<file path="src/rtl/configurable_mult_pipe.sv">
// configurable_mult_pipe
//
// Pipelined WIDTH x WIDTH multiplier with independent signed/unsigned selection per
// operand, so mixed-sign products are exact. A fixed number of register stages
// separates input acceptance from the result. An opaque tag travels with each
// transaction. Flow control is a single global advance: every stage moves together.
// Bubbles keep their slot and are never collapsed.
//
// Parameters:
//   WIDTH       operand width (>= 2)
//   STAGES      register stages from acceptance to output (>= 1)
//   TAG_W       pass-through tag width (>= 1)
//   SIGNED_MODE when 1, both operands are treated as signed
//
// Ports:
//   clk, rst    clock (rising edge) and asynchronous active-high reset
//   in_valid    input transaction present
//   in_ready    block can accept (combinational from out_valid/out_ready)
//   a, b        operands
//   a_signed    operand A is two's complement (ORed with SIGNED_MODE)
//   b_signed    operand B is two's complement (ORed with SIGNED_MODE)
//   in_tag      user tag, returned unchanged with the result
//   out_valid   result present
//   out_ready   downstream accepts the result
//   product     2*WIDTH-bit result
//   out_tag     tag of the result
//   out_signed  result is two's complement
//   busy        any stage holds a valid transaction

module configurable_mult_pipe #(
    parameter int unsigned WIDTH       = 8,
    parameter int unsigned STAGES      = 3,
    parameter int unsigned TAG_W       = 4,
    parameter bit          SIGNED_MODE = 1'b0
) (
    input  logic                 clk,
    input  logic                 rst,
    input  logic                 in_valid,
    output logic                 in_ready,
    input  logic [WIDTH-1:0]     a,
    input  logic [WIDTH-1:0]     b,
    input  logic                 a_signed,
    input  logic                 b_signed,
    input  logic [TAG_W-1:0]     in_tag,
    output logic                 out_valid,
    input  logic                 out_ready,
    output logic [2*WIDTH-1:0]   product,
    output logic [TAG_W-1:0]     out_tag,
    output logic                 out_signed,
    output logic                 busy
);

    localparam int unsigned PW = 2 * WIDTH;
    localparam int unsigned FW = 2 * WIDTH + 2;

    // Effective sign flags and operand extension.
    logic                 sa;
    logic                 sb;
    logic [WIDTH:0]       a_ext;
    logic [WIDTH:0]       b_ext;
    logic signed [FW-1:0] a_wide;
    logic signed [FW-1:0] b_wide;
    logic signed [FW-1:0] full_prod;
    logic [PW-1:0]        mul_res;
    logic                 res_signed;
    logic                 adv;

    // Per-stage state; index STAGES-1 is the output stage.
    logic [STAGES-1:0]    valid_q;
    logic [PW-1:0]        prod_q [STAGES];
    logic [TAG_W-1:0]     tag_q  [STAGES];
    logic [STAGES-1:0]    sgn_q;

    always_comb begin
        sa         = SIGNED_MODE | a_signed;
        sb         = SIGNED_MODE | b_signed;
        // Extra top bit is the sign for signed operands and zero otherwise, so an
        // unsigned operand stays non-negative inside the signed multiply.
        a_ext      = {sa & a[WIDTH-1], a};
        b_ext      = {sb & b[WIDTH-1], b};
        a_wide     = {{(WIDTH + 1){a_ext[WIDTH]}}, a_ext};
        b_wide     = {{(WIDTH + 1){b_ext[WIDTH]}}, b_ext};
        full_prod  = a_wide * b_wide;
        // Every sign combination fits in 2*WIDTH bits, so truncation is exact.
        mul_res    = full_prod[PW-1:0];
        res_signed = sa | sb;
    end

    // One advance signal for the whole pipe: move whenever the output slot is
    // empty or being consumed.
    assign adv      = ~valid_q[STAGES-1] | out_ready;
    assign in_ready = adv;

    always_ff @(posedge clk or posedge rst) begin
        if (rst) begin
            valid_q <= '0;
            sgn_q   <= '0;
            for (int unsigned i = 0; i < STAGES; i++) begin
                prod_q[i] <= '0;
                tag_q[i]  <= '0;
            end
        end else if (adv) begin
            // Stage 0 always loads; an idle input enters as a bubble.
            valid_q[0] <= in_valid;
            prod_q[0]  <= mul_res;
            tag_q[0]   <= in_tag;
            sgn_q[0]   <= res_signed;
            for (int unsigned i = 1; i < STAGES; i++) begin
                valid_q[i] <= valid_q[i-1];
                prod_q[i]  <= prod_q[i-1];
                tag_q[i]   <= tag_q[i-1];
                sgn_q[i]   <= sgn_q[i-1];
            end
        end
    end

    assign out_valid  = valid_q[STAGES-1];
    assign product    = prod_q[STAGES-1];
    assign out_tag    = tag_q[STAGES-1];
    assign out_signed = sgn_q[STAGES-1];
    assign busy       = |valid_q;

endmodule

</file>
<file path="config.mk">
export PLATFORM = sky130hd
export DESIGN_NAME = configurable_mult_pipe
export DESIGN_NICKNAME = d
export VERILOG_FILES = /design/src/rtl/configurable_mult_pipe.sv
export SDC_FILE = /design/constraint.sdc
export NUM_CORES = 1
export LEC_CHECK = 0
export CORE_MARGIN = 5
export CORE_UTILIZATION = 42
export CTS_CLUSTER_DIAMETER = 200
export CTS_CLUSTER_SIZE = 24
export DETAILED_ROUTE_END_ITERATION = 10
export PLACE_DENSITY = 0.71
export SYNTH_ARGS = -nofsm -noshare
export SYNTH_HDL_FRONTEND = slang
export SYNTH_SLANG_ARGS = --single-unit
</file>
<file path="constraint.sdc">
create_clock -name clk -period 2.2 [get_ports clk]
set_input_delay 0.44 -clock clk [delete_from_list [all_inputs] [get_ports clk]]
set_output_delay 0.44 -clock clk [all_outputs]
set_load 0.05 [all_outputs]
</file>
**Run 1: sizing map**

Bar = 20 um.
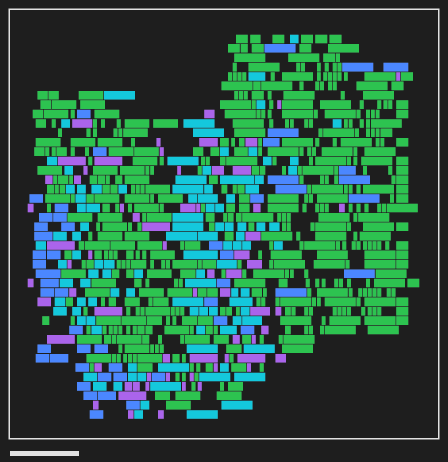
Key: green = x1 and smaller [cells 504, share 70%]; purple = x2 [cells 65, share 9.0%]; cyan = x3 and x4 [cells 105, share 14%]; blue = x6 and larger [cells 51, share 7.0%]
Worst Slack Setup Final: -2320 ps
Non-CTS buffers: 133

**Run 1: signal metal coverage by tile**

The die is cut into 25 by 25 equal tiles; dark blue is low, red is high, scaled to the fullest tile. Values are wire area over tile area, all layers added.
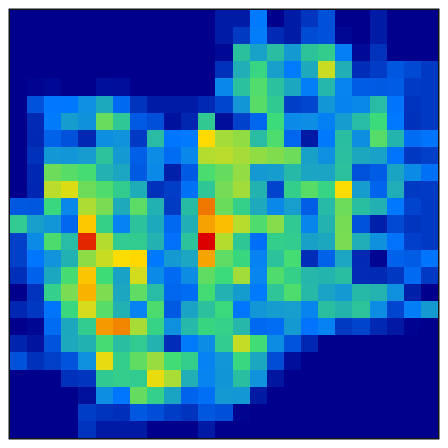
26% of the tiles are nearly empty. The emptiest ninth of the die: bottom right. The mean over all tiles is 0.12.
Global Route Usage Sum: 16.8%
DR WL/cell: 13.4 um
WL final: 12000 um
vias post-DR: 4224

**Run 1: where the registers sit**

Bar = 20 um. Other sequential cells in the stronger gray, the rest of the logic in the fainter gray.
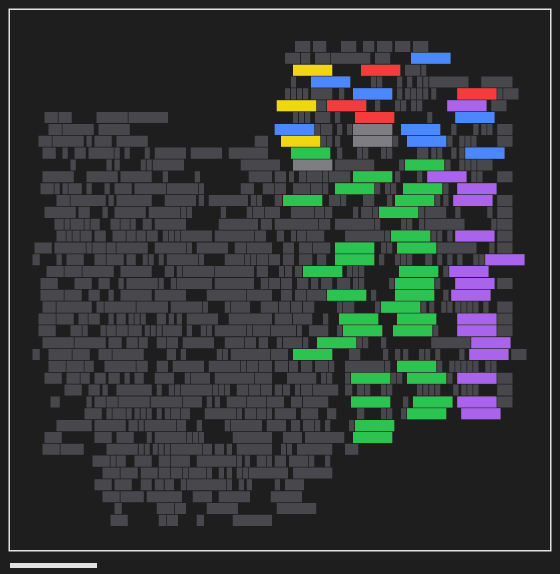
Key: green = prod_q [flops 32]; purple = product [flops 16, where right middle]; red = out_tag [flops 4]; yellow = valid_q [flops 3]; blue = tag_q [flops 8, where top right]
Another 3 sequential cells are not colored.

**Run 1: routed clock nets over the placement**

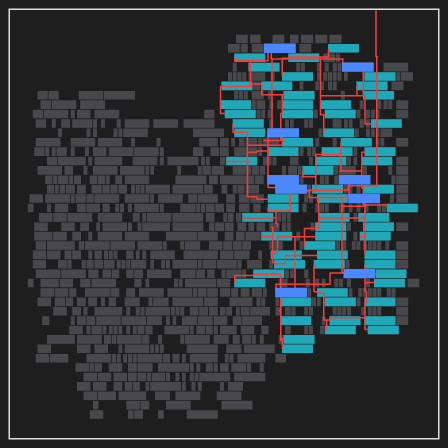
Key: red = clock wires [length 764 um]; blue = clock-net drivers [count 9]; cyan = flip-flops [count 66]
There are 10 routed clock nets.

==> impl_metrics.ini, run 1 <==
; synthesis and place-and-route metrics
[setup_path]
cpMostUsedCell = fa_1
reg2reg_depth = 6
endpoint_kind = flip-flop
max_stage_delay_ps = 560
cp.depth = 19

[synthesis]
adder_share_pct = 30.7
syn_avg_cell_area_um2 = 8.76
synth_chip_area_mm2 = 0.00546
common_cells = 205 x nand2_1, 93 x inv_1, 66 x dfrtp_1
most_common_cell = nand2_1

[layout]
inverters = 93
logic_gate_count = 417

[floorplanning]
n_tap_cell = 172
coreArea_mm2 = 0.0127

[outcome]
status = finished with violations
violations = setup timing

[sta]
tightest_slew_ps = 502
setup_viol_count_final = 12
setup_slack_ps = -2320

[pwr]
vdd_drop_max_mv = 0.700
pg_comb_uw = 7410

[drt]
top_layer_used = met4
met2_length_um = 6560

[global_route]
grt_pass1_wl_um = 20800

[run]
tool_warnings = 29

[clocking]
cts_max_level = 3
## Run 2: what changed since run 1
--- a/config.mk
+++ b/config.mk
@@ -10,6 +10,7 @@
 export CTS_CLUSTER_DIAMETER = 200
 export CTS_CLUSTER_SIZE = 24
 export DETAILED_ROUTE_END_ITERATION = 10
+export GPL_ROUTABILITY_DRIVEN = 1
 export PLACE_DENSITY = 0.71
 export SYNTH_ARGS = -nofsm -noshare
 export SYNTH_HDL_FRONTEND = slang
==> run 2 against run 1 <==
The run still ends with setup timing left. Area after synthesis stayed put. Routed wire length stayed put. Sequential cell count stayed put. Critical path depth stayed put. Synthesized cell count stayed put. Sequential share of layout area stayed put. Combinational power hardly changed. Count of clock-buffer cells in the layout stayed put. Clock skew stayed put. Register-to-register slack hardly changed. Critical endpoint unchanged. Largest power group unchanged.
==> impl_metrics.ini, run 2 <==
; synthesis and place-and-route metrics
[setup_path]
cp_top_family = adder cells
critPathBufInv = 5
max_stage_delay_ps = 560
endpoint_kind = flip-flop
reg2reg_depth = 6
crit-reg2reg-launch = valid_q[2]$_DFFE_PP0P_
rr_endpoint = prod_q[44]$_DFFE_PP0P_
cpMostUsedCell = fa_1
cp.depth = 19

[clocking]
hold_buffers = 0
clk_latency_ps = 320
cts_num_sinks = 66

[pwr]
vdd_drop_max_mv = 0.700
p_per_area_mw_per_mm2 = 1440
clkPwrFrac_pct = 12.1
top_power_group = combinational cells
pg_comb_uw = 7410

[layout]
signal_buffers = 133
inverters = 93
finalNonFillerCells = 897
logic_gate_count = 417

[sta]
setup_slack_ps = -2320
tightest_slew_ps = 502
setup_viol_count_final = 12
hold_viol = 0

[floorplanning]
coreArea_mm2 = 0.0127
fp-row-count = 41
ios = 50
n_tap_cell = 172

[synthesis]
synth_chip_area_mm2 = 0.00546
syn_avg_cell_area_um2 = 8.76
yosys.area_share.simple_pct = 21.6
common_cells = 205 x nand2_1, 93 x inv_1, 66 x dfrtp_1
adder_share_pct = 30.7
yosysWarnings = 0
most_common_cell = nand2_1
ys_ff = 66

[drt]
vias_per_cell = 4.71
via_count = 4224
wl_met1_um = 4940
totalWireLength_um = 12000
top_layer_used = met4

[outcome]
status = finished with violations
violations = setup timing

[min_path]
holdPathStages = 2

[global_route]
grt_use_total_pct = 16.8
grt_pass1_wl_um = 20800
grtUsageMet3_pct = 2.00

[run]
tool_warnings = 29
**Run 2: signal metal coverage by tile**

The die is cut into 25 by 25 equal tiles; dark blue is low, red is high, scaled to the fullest tile. Values are wire area over tile area, all layers added.
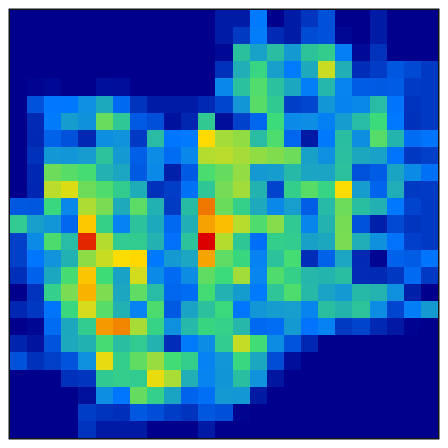
26% of the tiles are nearly empty. The emptiest ninth of the die: bottom right. The fullest tile reaches 0.49. The mean over all tiles is 0.12. 13% of the tiles are over half the peak.

Power and IR drop assume default switching activity.
